Fig. 1: run 1, M1 wires
Scale bar: 50 um. Supply wires on this layer in grey.
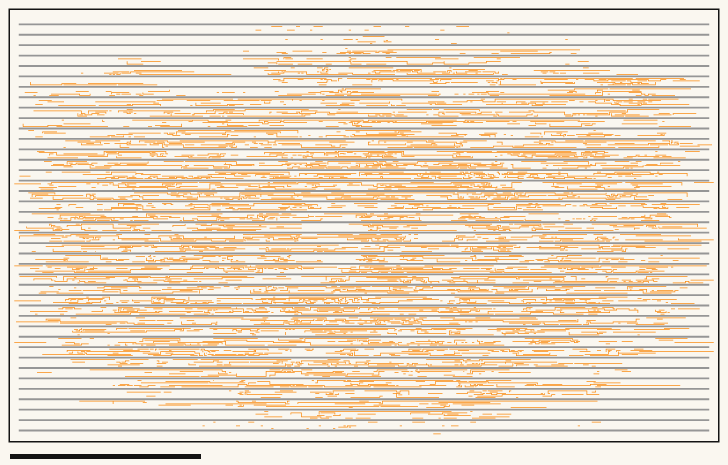
Fig. 2: run 1, met2 routing
Scale bar: 50 um.
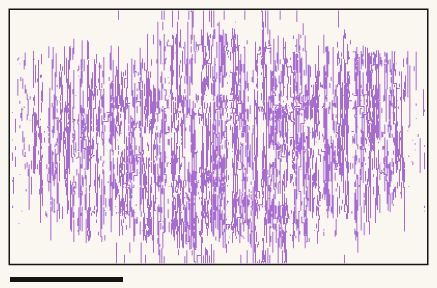
Fig. 3: run 1, signal wires on met3
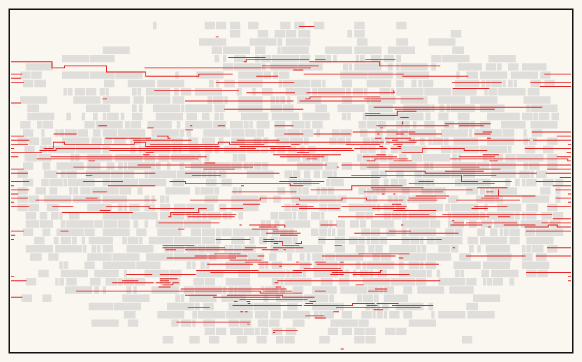
Fig. 4: run 1, met4 routing
Scale bar: 50 um. Supply wires on this layer in grey.
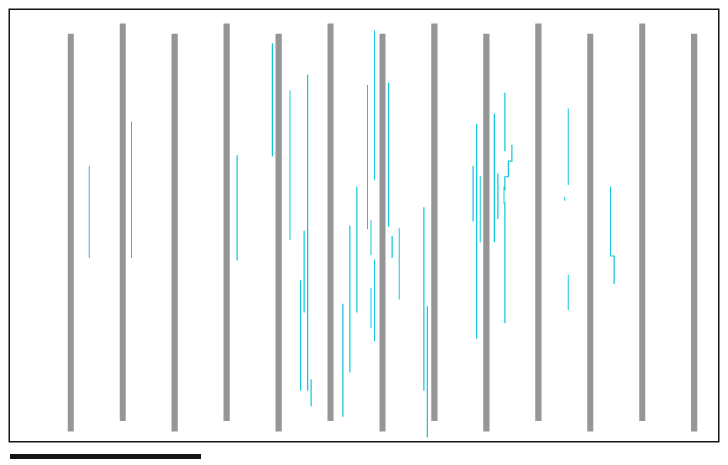
## src/rtl/reg_bank_sb_if.sv

```systemverilog
// Bus bundle between the IITB-RISC pipeline stages and reg_bank_sb.
// The master side (decode/writeback/fetch) drives indices, writes, PC and issue.
interface reg_bank_sb_if #(
  parameter int DATA_W = 16,
  parameter int ADDR_W = 3
);
  localparam int NREGS = 2 ** ADDR_W;

  logic [ADDR_W-1:0] rd_addr_1;
  logic [ADDR_W-1:0] rd_addr_2;
  logic [DATA_W-1:0] rd_data_1;
  logic [DATA_W-1:0] rd_data_2;
  logic              rd_busy_1;
  logic              rd_busy_2;
  logic              wr_en_a;
  logic [ADDR_W-1:0] wr_add_a;
  logic [DATA_W-1:0] wr_data_a;
  logic              wr_en_b;
  logic [ADDR_W-1:0] wr_add_b;
  logic [DATA_W-1:0] wr_data_b;
  logic              pc_en;
  logic [DATA_W-1:0] pc;
  logic              issue_en;
  logic [ADDR_W-1:0] issue_add;
  logic [NREGS-1:0]  busy_vec;

  modport master (
    output rd_addr_1, rd_addr_2, wr_en_a, wr_add_a, wr_data_a,
           wr_en_b, wr_add_b, wr_data_b, pc_en, pc, issue_en, issue_add,
    input  rd_data_1, rd_data_2, rd_busy_1, rd_busy_2, busy_vec
  );

  modport slave (
    input  rd_addr_1, rd_addr_2, wr_en_a, wr_add_a, wr_data_a,
           wr_en_b, wr_add_b, wr_data_b, pc_en, pc, issue_en, issue_add,
    output rd_data_1, rd_data_2, rd_busy_1, rd_busy_2, busy_vec
  );
endinterface

```

## src/rtl/reg_bank_sb.sv

```systemverilog
// Register bank with dedicated PC, two write ports, optional write-to-read
// bypass and a per-register busy scoreboard for decode stalls.
module reg_bank_sb #(
  parameter int DATA_W = 16,
  parameter int ADDR_W = 3,
  parameter int PC_IDX = 7,
  parameter int BYPASS = 1
) (
  input logic         clk,
  input logic         rst,
  reg_bank_sb_if.slave bus
);
  localparam int NREGS = 2 ** ADDR_W;
  localparam logic [ADDR_W-1:0] PC_ADDR = ADDR_W'(PC_IDX);

  logic [DATA_W-1:0] regs_r [NREGS];
  logic [NREGS-1:0]  busy_r;
  logic [NREGS-1:0]  busy_nxt_s;
  logic              wr_a_eff_s;
  logic              wr_b_eff_s;
  logic              issue_eff_s;
  logic [ADDR_W-1:0] rd_addr_s [2];
  logic [DATA_W-1:0] rd_data_s [2];
  logic              rd_busy_s [2];

  // The PC slot is reachable only through pc/pc_en, never through A/B/issue.
  assign wr_a_eff_s  = bus.wr_en_a  && (bus.wr_add_a  != PC_ADDR);
  assign wr_b_eff_s  = bus.wr_en_b  && (bus.wr_add_b  != PC_ADDR);
  assign issue_eff_s = bus.issue_en && (bus.issue_add != PC_ADDR);

  assign rd_addr_s[0]  = bus.rd_addr_1;
  assign rd_addr_s[1]  = bus.rd_addr_2;
  assign bus.rd_data_1 = rd_data_s[0];
  assign bus.rd_data_2 = rd_data_s[1];
  assign bus.rd_busy_1 = rd_busy_s[0];
  assign bus.rd_busy_2 = rd_busy_s[1];
  assign bus.busy_vec  = busy_r;

  // Register storage: PC from fetch, port B (younger producer) over port A.
  always_ff @(posedge clk or posedge rst) begin
    if (rst) begin
      for (int i = 0; i < NREGS; i++) begin
        regs_r[i] <= '0;
      end
    end else begin
      for (int i = 0; i < NREGS; i++) begin
        if (i == PC_IDX) begin
          if (bus.pc_en) begin
            regs_r[i] <= bus.pc;
          end else begin
            regs_r[i] <= regs_r[i];
          end
        end else if (wr_b_eff_s && (bus.wr_add_b == ADDR_W'(i))) begin
          regs_r[i] <= bus.wr_data_b;
        end else if (wr_a_eff_s && (bus.wr_add_a == ADDR_W'(i))) begin
          regs_r[i] <= bus.wr_data_a;
        end else begin
          regs_r[i] <= regs_r[i];
        end
      end
    end
  end

  // Scoreboard next state: a same-cycle issue outranks a writeback clear.
  always_comb begin
    busy_nxt_s = '0;
    for (int i = 0; i < NREGS; i++) begin
      busy_nxt_s[i] = (i == PC_IDX) ? 1'b0 :
                      (issue_eff_s && (bus.issue_add == ADDR_W'(i))) ? 1'b1 :
                      (wr_a_eff_s  && (bus.wr_add_a  == ADDR_W'(i))) ? 1'b0 :
                      (wr_b_eff_s  && (bus.wr_add_b  == ADDR_W'(i))) ? 1'b0 :
                      busy_r[i];
    end
  end

  // Scoreboard register.
  always_ff @(posedge clk or posedge rst) begin
    if (rst) begin
      busy_r <= '0;
    end else begin
      busy_r <= busy_nxt_s;
    end
  end

  // Read muxes; a forwarded write also hides the pending-busy for that index.
  always_comb begin
    for (int p = 0; p < 2; p++) begin
      rd_data_s[p] = regs_r[rd_addr_s[p]];
      rd_busy_s[p] = busy_r[rd_addr_s[p]];
      if ((BYPASS != 0) && wr_b_eff_s && (bus.wr_add_b == rd_addr_s[p])) begin
        rd_data_s[p] = bus.wr_data_b;
        rd_busy_s[p] = 1'b0;
      end else if ((BYPASS != 0) && wr_a_eff_s && (bus.wr_add_a == rd_addr_s[p])) begin
        rd_data_s[p] = bus.wr_data_a;
        rd_busy_s[p] = 1'b0;
      end else begin
        rd_data_s[p] = regs_r[rd_addr_s[p]];
        rd_busy_s[p] = busy_r[rd_addr_s[p]];
      end
    end
  end
endmodule

```

## src/flat_wrapper.sv

```systemverilog
// flat-port wrapper written by rule: the top's interface ports become plain ports
module reg_bank_sb_flat 
#(
  parameter int DATA_W = 16,
  parameter int ADDR_W = 3,
  parameter int PC_IDX = 7,
  parameter int BYPASS = 1
)
  (clk, rst, bus_rd_addr_1, bus_rd_addr_2, bus_wr_en_a, bus_wr_add_a, bus_wr_data_a, bus_wr_en_b, bus_wr_add_b, bus_wr_data_b, bus_pc_en, bus_pc, bus_issue_en, bus_issue_add, bus_rd_data_1, bus_rd_data_2, bus_rd_busy_1, bus_rd_busy_2, bus_busy_vec);
  reg_bank_sb_if #(.DATA_W(DATA_W), .ADDR_W(ADDR_W)) bus_i ();
  input logic clk;
  input logic rst;
  input wire logic [$bits(bus_i.rd_addr_1)-1:0] bus_rd_addr_1;
  input wire logic [$bits(bus_i.rd_addr_2)-1:0] bus_rd_addr_2;
  input wire logic [$bits(bus_i.wr_en_a)-1:0] bus_wr_en_a;
  input wire logic [$bits(bus_i.wr_add_a)-1:0] bus_wr_add_a;
  input wire logic [$bits(bus_i.wr_data_a)-1:0] bus_wr_data_a;
  input wire logic [$bits(bus_i.wr_en_b)-1:0] bus_wr_en_b;
  input wire logic [$bits(bus_i.wr_add_b)-1:0] bus_wr_add_b;
  input wire logic [$bits(bus_i.wr_data_b)-1:0] bus_wr_data_b;
  input wire logic [$bits(bus_i.pc_en)-1:0] bus_pc_en;
  input wire logic [$bits(bus_i.pc)-1:0] bus_pc;
  input wire logic [$bits(bus_i.issue_en)-1:0] bus_issue_en;
  input wire logic [$bits(bus_i.issue_add)-1:0] bus_issue_add;
  output wire logic [$bits(bus_i.rd_data_1)-1:0] bus_rd_data_1;
  output wire logic [$bits(bus_i.rd_data_2)-1:0] bus_rd_data_2;
  output wire logic [$bits(bus_i.rd_busy_1)-1:0] bus_rd_busy_1;
  output wire logic [$bits(bus_i.rd_busy_2)-1:0] bus_rd_busy_2;
  output wire logic [$bits(bus_i.busy_vec)-1:0] bus_busy_vec;
  assign bus_i.rd_addr_1 = bus_rd_addr_1;
  assign bus_i.rd_addr_2 = bus_rd_addr_2;
  assign bus_i.wr_en_a = bus_wr_en_a;
  assign bus_i.wr_add_a = bus_wr_add_a;
  assign bus_i.wr_data_a = bus_wr_data_a;
  assign bus_i.wr_en_b = bus_wr_en_b;
  assign bus_i.wr_add_b = bus_wr_add_b;
  assign bus_i.wr_data_b = bus_wr_data_b;
  assign bus_i.pc_en = bus_pc_en;
  assign bus_i.pc = bus_pc;
  assign bus_i.issue_en = bus_issue_en;
  assign bus_i.issue_add = bus_issue_add;
  assign bus_rd_data_1 = bus_i.rd_data_1;
  assign bus_rd_data_2 = bus_i.rd_data_2;
  assign bus_rd_busy_1 = bus_i.rd_busy_1;
  assign bus_rd_busy_2 = bus_i.rd_busy_2;
  assign bus_busy_vec = bus_i.busy_vec;
  reg_bank_sb #(.DATA_W(DATA_W), .ADDR_W(ADDR_W), .PC_IDX(PC_IDX), .BYPASS(BYPASS)) u_core (.clk(clk), .rst(rst), .bus(bus_i));
endmodule
```

## config.mk

```make
export PLATFORM = sky130hd
export DESIGN_NAME = reg_bank_sb_flat
export DESIGN_NICKNAME = d
export VERILOG_FILES = /design/src/rtl/reg_bank_sb_if.sv /design/src/rtl/reg_bank_sb.sv /design/src/flat_wrapper.sv
export SDC_FILE = /design/constraint.sdc
export NUM_CORES = 1
export LEC_CHECK = 0
export CORE_ASPECT_RATIO = 0.6
export CORE_MARGIN = 2
export CORE_UTILIZATION = 50
export CTS_CLUSTER_DIAMETER = 80
export DETAILED_ROUTE_END_ITERATION = 12
export PLACE_DENSITY = 0.75
export SKIP_LAST_GASP = 1
export SYNTH_ARGS = -nofsm -noshare
export SYNTH_HDL_FRONTEND = slang
export SYNTH_SLANG_ARGS = --single-unit
export TNS_END_PERCENT = 30
```

## constraint.sdc

```tcl
create_clock -name clk -period 7 [get_ports clk]
set_input_delay 1.4 -clock clk [delete_from_list [all_inputs] [get_ports clk]]
set_output_delay 1.4 -clock clk [all_outputs]
set_load 0.05 [all_outputs]
```

==> impl_metrics.yaml, run 1 <==
# generated from flow reports
critical_path:
  required_ns: 5.60
  startpoint_type: "primary input"
  crit_chain: "clkdlybuf4s50_1, and3b_1, o211a_1, a211oi_1, o31ai_1, clkdlybuf4s50_1"
  critPathKind: "primary input to output port"
  crit_family: "buffers and inverters"
  crit_buf_inv: 2
  crit_top_cell: "clkdlybuf4s50_1"
  slowest_stage: "clkdlybuf4s50_1"
  cp-end-kind: "output port"
  path_max_fanout: 16
  slowest_delay_ns: 0.91
  arrival_ns: 4.73
sta:
  period_used_share: 0.8750
  slew_headroom: 0.2638
  fin_tns_setup_ns: 0
  max_freq_mhz: 163.3
  rsz0062_at_grt: "false"
  hold_viol: 0
  slew_violations: 0
  period_needed_ns: 6.125
  fin_hold_ws_ns: 0.5015
  setup_slack_ns: 0.8748
  setup_viol: 0
  fin_skew_ns: 0
yosys:
  synth.area.top_cells: "dfrtp_1, mux4_2, mux2i_1"
  yosysCellCount: 925
  synthCells: 925
  edf_count: 0
  postSynthSeqShare: 0.3440
  synth_nets: 994
  most_common_cell: "dfrtp_1"
  logic_family: "multiplexers"
  top_cell_area_share: 0.3440
  yosys.area.top_type: "dfrtp_1"
  ys_sh_aoi: 0.1659
  synth_flops: 135
  synth_area_per_cell_um2: 10.62
  flop_cell: "dfrtp_1"
  synth_xor_xnor_area_share: 0.008027
  async_flop_share: 1.000
  ys_sh_mux: 0.3226
  ys_top_cells_by_count: "dfrtp_1, mux2i_1, nand2_1, mux4_2"
  synth.cell_area_um2: 9821
  ys_sh_adder: 0
  synth-simple-area-share: 0.09313
cells_and_area:
  comb_area_um2: 5881
  clkCellAreaFrac: 0.05343
  drive_gt1_frac: 0.2428
  fillers: 1588
  logic_gates: 661
  syn2layout_area_growth_pct: 17.79
  final_nets: 1034
  num-nonclk-buffers: 145
  comb_share: 0.5084
  ff_count: 135
  antenna_cells: 1
  seq_share: 0.2921
  ff_latch_area_um2: 3378
  largest_class: "multi-input combinational cells"
  utilization: 0.6047
  fin_area_um2: 11570
  inv_count: 5
die:
  row_count: 39
  fp_util: 0.5134
  ioPinCount: 111
  dieHeight_um: 112.6
  die_w_um: 184.9
  die-area_um2: 20810
power_and_ir_drop:
  netSwitchingPower_uw: 1133
  p_clk_frac: 0.309
  comb_power_share: 0.355
  power.internal_uw: 2023
  powerDensity_nw_per_um2: 272.8
  powerClk_uw: 977
  swShare: 0.3590
  p_total_uw: 3156
  seqPwrFrac: 0.336
  p_seq_uw: 1060
  maxPowerGroup: "combinational cells"
  ir_worst_vdd_v: 0.0001885
global_routing:
  grt_pass1_wl_mm: 49.23
  grt_pass1_vias: 8110
  grt-ovfl-total: 0
  antenna_found_initial: 2
  grt_max_degree: 73
  track_usage: 0.3187
routing:
  drtIter0Drc: 1115
  avgRoutedWirePerCell_um: 25.94
  drc_errors: 0
  vias: 8319
  postRouteAntennaNets: 0
  drt_wl_total_mm: 32.24
  viasPerCell: 6.693
  firstDrtPassIters: 5
cts:
  cts_sinks: 135
  post_cts_resized: 0
  post-cts-setup-buffer-count: 0
  cts_htree_levels: 4
  postCtsHoldBufs: 0
  tritoncts: "built"
  clk_pin_slew_ns: 0.06
  clock_latency_ns: 0.43
  cts_made_buffers: 17
  cts.path.max_buffers: 2
min_path:
  worst_hold_path_type: "flip-flop to flip-flop"
placed_design:
  placed_cell_area_um2: 10950
  placedCellCount: 1212
  gp_congestion: 0.9301
  numPortBuffers: 109
  place.detailed.hpwl_mm: 21.40
run:
  tool_warnings: 26
status:
  status: "completed"
About Fig. 1:
The layer carries 13400 um of wire. The wires run mostly horizontal. The layer holds 42% of the routed length. The longest straight run is 56.1 um. 923 nets have wire on it.

About Fig. 2:
The wires run mostly vertical. The longest straight run is 56.4 um. The layer holds 42% of the routed length.

About Fig. 3:
The longest straight run is 80.0 um. The layer carries 4270 um of wire.

About Fig. 4:
The layer carries 904 um of wire. 26 nets have wire on it. The wires run mostly vertical. The layer holds 2.8% of the routed length. The longest straight run is 82.3 um.

[run 1: kinds of logic (layout without fill, tap and decap cells)]
group	after synthesis	after routing
AOI/OAI and AO/OA	229	229
xor gates and xnor gates	9	9
buffers and inverters	129	180
DFF	135	135
muxes	228	228
other	1	2
and+or+nand+nor	194	194
[run 1: metal layers]
layer / vias up / GRT usage / part of all wire
li1: 3541 / - / -
met1: 4122 / 0.4626 / 0.42
met2: 576 / 0.4497 / 0.42
met3: 78 / 0.1003 / 0.13
met4: 2 / 0.1111 / 0.028
met5: - / 0 / 0.00037
[run 1: path summary, 6_finish.rpt]
path	from	end	slack, ns	cells past startpoint
worst max-delay path	bus_wr_add_a[0]	bus_rd_data_1[3]	0.87	6
worst min-delay path	u_core.regs_r[48]	u_core.regs_r[48]	0.50	2
worst max register to register	u_core.regs_r[68]	u_core.regs_r[68]	6.20	2
worst min register to register	u_core.regs_r[48]	u_core.regs_r[48]	0.50	2
max in group asynchronous	rst	u_core.regs_r[97]	4.18	3
min in group asynchronous	rst	u_core.regs_r[75]	1.42	2
[run 1: cells in the final DEF, fill, tap and decap left out, types with 4 or more instances in the layout]
cell             count
dfrtp_1            135
mux2i_1            114
clkdlybuf4s50_1    101
nand2_1             73
mux4_2              66
nor2_1              54
a21oi_1             50
a211oi_1            50
mux2_2              48
o21ai_0             46
buf_4               40
nand3_1             37
o21ai_1             20
o31ai_2             20
clkbuf_16           17
a211oi_2            14
o31ai_1             12
xnor2_1              6
nand4b_1             5
inv_1                4
or2_1                4
bufinv_16            4
buf_2                4
[run 1: sequential cells by signal (all words and copies together), names as in the netlist]
register,flops
u_core.bus.busy_vec,7
u_core.regs_r,128
[run 1: worst reg2reg max path: stages (launching register included)]
cell and delay [ns]:
dfrtp_1 0.39, mux2i_1 0.15, a21oi_1 0.10
==> inputs of run 2 (changes only) <==
CORE_MARGIN = 10   (was 2)
MAX_ROUTING_LAYER = met4   (was default)
Fig. 5: run 2, met2 routing
Scale bar: 50 um.
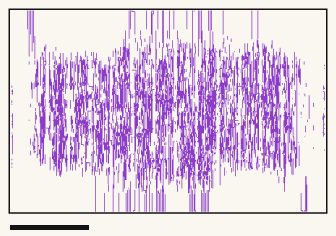
The wires run mostly vertical. The layer holds 43% of the routed length. 854 nets have wire on it. The longest straight run is 62.0 um.

Fig. 6: run 2, met4 routing
Scale bar: 50 um. Supply wires on this layer in grey.
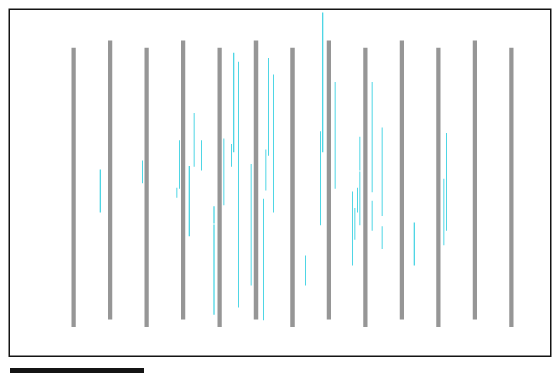
27 nets have wire on it. The wires run mostly vertical. The longest straight run is 91.1 um. The layer holds 2.6% of the routed length.

Fig. 7: run 2, M1 wires
Scale bar: 50 um. Supply wires on this layer in grey.
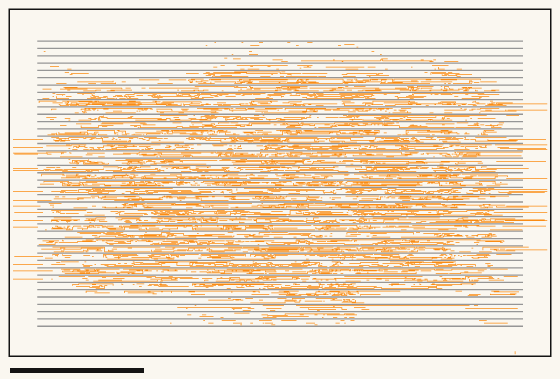
The wires run mostly horizontal. The layer holds 42% of the routed length.
GR Util met1: 0.3566
DR vias: 8371
Total Wirelength: 33.50 mm

==> impl_metrics.yaml, run 2 <==
# generated from flow reports
global_routing:
  antenna_found_initial: 1
  grt_pass1_wl_mm: 51.78
  grt_pass1_vias: 8342
  grt_max_degree: 81
  gr-usage-met3: 0.08546
  grt-ovfl-total: 0
  use_met2: 0.3794
  busiest_layer: "met2"
  track_usage: 0.2676
routing:
  drc_errors: 0
  firstDrtPassIters: 5
  viasPerCell: 6.729
  postRouteAntennaNets: 0
  avgRoutedWirePerCell_um: 26.93
  drtIter0Drc: 1054
run:
  drv_cap: 1
  tool_warnings: 26
yosys:
  synth.area.top_cells: "dfrtp_1, mux4_2, mux2i_1"
  async_flop_share: 1.000
  most_common_cell: "dfrtp_1"
  ys_top_cells_by_count: "dfrtp_1, mux2i_1, nand2_1, mux4_2"
  flop_cell: "dfrtp_1"
  ys_types: 46
  synthCells: 925
  top_cell_area_share: 0.3440
  synth.cell_area_um2: 9821
  yosys.area.top_type: "dfrtp_1"
  ys_warn_count: 0
  synth_chip_area_um2: 9821
  edf_count: 0
  synth_area_per_cell_um2: 10.62
  yosysCellCount: 925
  postSynthSeqShare: 0.3440
  synth_flops: 135
  synth_nets: 994
sta:
  setup_slack_ns: 0.7135
  slew_headroom: 0.01688
  max_freq_mhz: 159.1
  period_used_share: 0.8981
  slew_violations: 0
  setup_viol: 0
  fin_skew_ns: 0
  fin_tns_setup_ns: 0
  tightest_slew_ns: 1.471
  hold_viol: 0
  period_needed_ns: 6.286
  rsz0062_at_grt: "false"
cells_and_area:
  lay_top_cells: "dfrtp_1, mux2i_1, clkdlybuf4s50_1"
  mostFrequentLayoutCell: "dfrtp_1"
  final_nets: 1033
  drive_gt1_frac: 0.2446
  largest_register_ffs: 128
  max_flop_register: "u_core.regs_r"
  syn2layout_area_growth_pct: 18.09
cts:
  post-cts-setup-buffer-count: 0
  cts_made_buffers: 17
  post_cts_resized: 0
  cts_sinks: 135
  cts.path.max_buffers: 2
  clock_latency_ns: 0.43
  clk_pin_slew_ns: 0.06
  cts_htree_levels: 4
  postCtsHoldBufs: 0
  tritoncts: "built"
  cts_root_buffer: "clkbuf_16"
power_and_ir_drop:
  p_seq_uw: 1060
  p_clk_frac: 0.312
  powerDensity_nw_per_um2: 274.6
  netSwitchingPower_uw: 1151
  p_total_uw: 3184
  comb_power_share: 0.354
  swShare: 0.3614
  powerClk_uw: 994
  p_leak_uw: 0.004665
  maxPowerGroup: "combinational cells"
  ir_worst_vdd_v: 0.0001916
  seqPwrFrac: 0.334
  power_combinational_uw: 1130
  power.internal_uw: 2033
critical_path:
  startpoint_type: "primary input"
  cp-end-kind: "output port"
  path_max_fanout: 20
  arrival_ns: 4.89
  required_ns: 5.60
  critPathKind: "primary input to output port"
placed_design:
  post-place-ws_ns: 0.8726
  numPortBuffers: 109
  place.detailed.hpwl_mm: 21.83
  gp_congestion: 0.9508
die:
  die-area_um2: 25830
  row_count: 39
  ioPinCount: 111
  fp.coreArea_um2: 19180
  dieHeight_um: 128.6
  fp_util: 0.5121
  die_w_um: 200.9
min_path:
  worst_hold_path_type: "flip-flop to flip-flop"
status:
  status: "finished, violations left"
  failed_checks: "max-capacitance violations"
run 2: routing by layer:
layer  up-vias  part of all wire
met1      4188              0.42
met4         0             0.026
met5         -                 0
li1       3553                 -
met2       554              0.43
met3        76              0.13
run 2: kinds of logic after synthesis:
group	share of synthesized area
buffers and inverters	0.06599
DFF	0.3440
and+or+nand+nor	0.09313
AOI/OAI and AO/OA	0.1659
other	0.0003818
xor gates and xnor gates	0.008027
muxes	0.3226
run 2: cell type report:
cell class	instances	area, um^2
Tap cell	266	332.8
Clock buffer	19	442.9
Clock inverter	13	192.7
Timing Repair Buffer	144	1351
Antenna cell	1	2.502
Sequential cell	135	3378
Multi-Input combinational cell	661	5873
Inverter	5	23.77
Fill cell	1577	7580
run 2: worst paths after layout:
kind,startpoint,end,slack (ns),cells past startpoint
hold reg to reg,u_core.regs_r[94],u_core.regs_r[94],0.50,2
setup / recovery,bus_rd_addr_1[2],bus_rd_data_1[3],0.71,8
min in group asynchronous,rst,u_core.regs_r[12],1.48,2
setup reg to reg,u_core.regs_r[74],u_core.regs_r[74],6.18,2
max in group asynchronous,rst,u_core.regs_r[114],4.27,3
hold / removal,u_core.regs_r[94],u_core.regs_r[94],0.50,2
run 2: per-stage QoR:
stage / cells / hold WS, ns / instance area (um^2) / utilization
after floorplan: 925 / 0.4609 / 9821 / -
after global placement: 1210 / 0.4750 / 10930 / 0.5700
after detailed placement: 1210 / 0.4850 / 10930 / 0.5700
after CTS: 1242 / 0.4992 / 11570 / 0.6032
after global routing: 1244 / 0.5340 / 11600 / 0.6048
final: 1244 / 0.4983 / 11600 / 0.6048
run 2: worst max-delay path: stages:
cell             delay (ns)
buf_2                  0.52
buf_4                  0.45
xnor2_1                0.09
and3_1                 0.18
buf_4                  0.21
and2_1                 0.45
o31ai_1                0.63
clkdlybuf4s50_1        0.92
==> inputs of run 3 (changes only) <==
CORE_MARGIN = 2   (was 10)
Fig. 8: run 3, track usage over the die
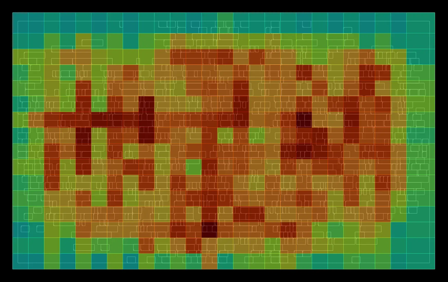
GR Layer Usage met2: 0.4504
post-layout util: 0.6049

Fig. 9: run 3, M1 wires
Scale bar: 50 um. Supply wires on this layer in grey.
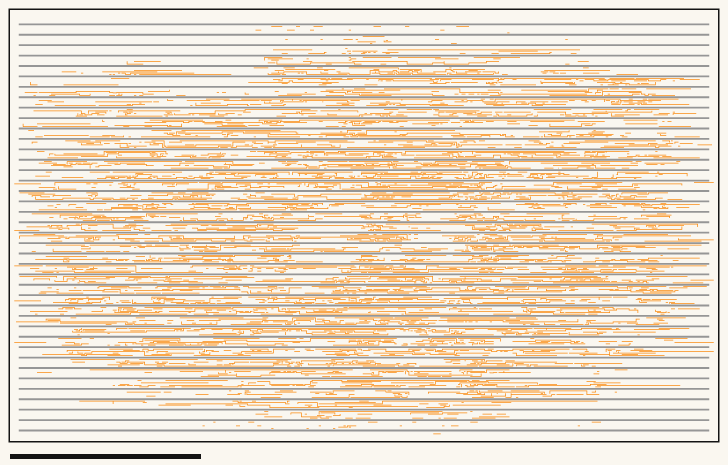
The wires run mostly horizontal. The layer carries 13600 um of wire. The layer holds 42% of the routed length.

Fig. 10: run 3, met4 routing
Scale bar: 50 um. Supply wires on this layer in grey.
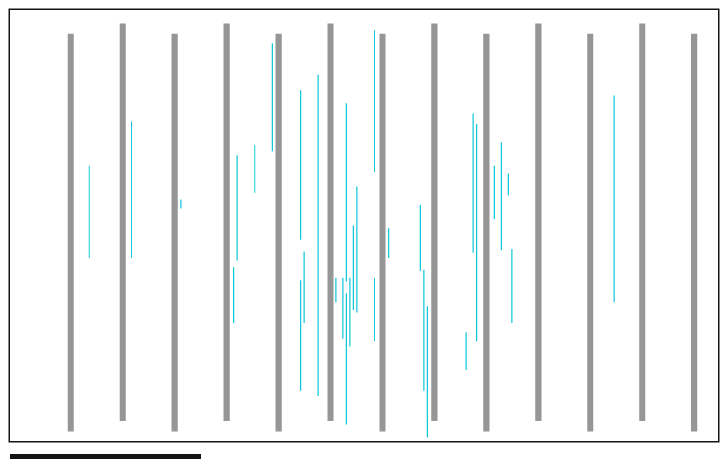
The longest straight run is 83.6 um. The layer carries 851 um of wire. The layer holds 2.6% of the routed length. The wires run mostly vertical.

==> impl_metrics.yaml, run 3 <==
# generated from flow reports
global_routing:
  antenna_found_initial: 2
  grt_max_degree: 73
  track_usage: 0.3286
  grt_pass1_vias: 8080
  grt_pass1_wl_mm: 49.27
cts:
  cts_sinks: 135
  postCtsHoldBufs: 0
  clk_pin_slew_ns: 0.06
  post_cts_resized: 0
  cts_htree_levels: 4
  clock_latency_ns: 0.43
  post-cts-setup-buffer-count: 0
  cts.path.max_buffers: 2
  tritoncts: "built"
  cts_made_buffers: 17
yosys:
  synth_area_per_cell_um2: 10.62
  yosys.area.top_type: "dfrtp_1"
  synth_flops: 135
  top_cell_area_share: 0.3440
  ys_top_cells_by_count: "dfrtp_1, mux2i_1, nand2_1, mux4_2"
  synthCells: 925
  flop_cell: "dfrtp_1"
  postSynthSeqShare: 0.3440
  synth.cell_area_um2: 9821
  synth_chip_area_um2: 9821
  synth_nets: 994
  ys_warn_count: 0
die:
  die-area_um2: 20810
  ioPinCount: 111
  fp_util: 0.5134
  dieHeight_um: 112.6
  row_count: 39
  die_w_um: 184.9
  fp.coreArea_um2: 19130
  tap_cells: 266
cells_and_area:
  mostFrequentLayoutCell: "dfrtp_1"
  seq_share: 0.2920
  ff_latch_area_um2: 3378
  clkCellAreaFrac: 0.05342
  comb_share: 0.5083
  area_share_nonclk_buffers: 0.1151
  nClkBuffers: 18
  final_nets: 1034
  antenna_cells: 2
  logic_gates: 661
  num-nonclk-buffers: 145
  comb_area_um2: 5881
  fillers: 1588
  lay_top_cells: "dfrtp_1, mux2i_1, clkdlybuf4s50_1"
  layoutNonFillerInstCount: 1244
  inv_count: 5
  largest_class: "multi-input combinational cells"
  ff_count: 135
  largest_register_ffs: 128
sta:
  slew_violations: 0
  period_needed_ns: 6.130
  rsz0062_at_grt: "false"
  tightest_slew_ns: 1.077
  fin_tns_setup_ns: 0
  hold_viol: 0
  max_freq_mhz: 163.1
  slew_headroom: 0.2802
  setup_viol: 0
placed_design:
  place.detailed.hpwl_mm: 21.40
  gp_congestion: 0.9466
  numPortBuffers: 109
routing:
  postRouteAntennaNets: 0
  vias: 8267
  viasPerCell: 6.645
  drt_wl_total_mm: 32.25
  drtIter0Drc: 1109
  firstDrtPassIters: 5
run:
  drv_cap: 0
critical_path:
  arrival_ns: 4.73
  crit_buf_inv: 3
  crit_chain: "clkdlybuf4s50_1, xnor2_1, and3_1, buf_4, a211oi_1, o31ai_1, clkdlybuf4s50_1"
  startpoint_type: "primary input"
  required_ns: 5.60
  crit_family: "buffers and inverters"
  crit_top_cell: "clkdlybuf4s50_1"
min_path:
  worst_hold_path_type: "flip-flop to flip-flop"
status:
  status: "completed"
power_and_ir_drop:
  ir_worst_vdd_v: 0.0001881
  powerDensity_nw_per_um2: 272.8
[run 3: cell count changes in the layout (fill, tap and decap cells not counted), sizes merged]
cell,delta
clkdlybuf4s50,+2
inv,-5
clkbuf,-1
diode,+1
clkinv,+3
buf,-1
clkinvlp,+1
[run 3: per-stage QoR]
step | power, uW | hold slack (ns) | cell area (um^2)
6_report | 3157 | 0.5053 | 11570
5_1_grt | 3271 | 0.5336 | 11570
4_1_cts | 3143 | 0.5032 | 11560
3_5_place_dp | 2169 | 0.4901 | 10950
3_3_place_gp | 2135 | 0.4756 | 10950
2_1_floorplan | 1826 | 0.4609 | 9821
[run 3: path summary, 6_finish.rpt]
path	start	to	cells past startpoint
worst max-delay path	bus_wr_add_a[1]	bus_rd_data_2[0]	7
worst max register to register	u_core.regs_r[79]	u_core.regs_r[79]	2
worst min register to register	u_core.regs_r[85]	u_core.regs_r[85]	2
worst min-delay path	u_core.regs_r[85]	u_core.regs_r[85]	2
max in group asynchronous	rst	u_core.regs_r[97]	3
min in group asynchronous	rst	u_core.regs_r[75]	2
[run 3: metal layers]
layer	part of all wire	GRT usage
met5	0	-
met4	0.026	0.1111
met3	0.13	0.09961
met2	0.42	0.4504
met1	0.42	0.4624
[run 3: kinds of logic (layout without fill, tap and decap cells)]
group,after synthesis,in the layout,synth area share
flops,135,135,0.3440
xor+xnor,9,9,0.008027
compound gates,229,229,0.1659
mux,228,228,0.3226
simple gates,194,194,0.09313
other cells,1,3,0.0003818
buf+inv,129,180,0.06599
[run 3: power breakdown]
part	internal, uW	switching, uW
Combinational	487	634
Sequential	935	125
Clock	602	375
[run 3: tightest hold or removal path, delay by kind of cell (launching register included)]
kind               cells  cell delay, ns
AOI/OAI and AO/OA      1            0.06
DFF                    1            0.36
and+or+nand+nor        1            0.05
Power is estimated from default activity; no workload was simulated.
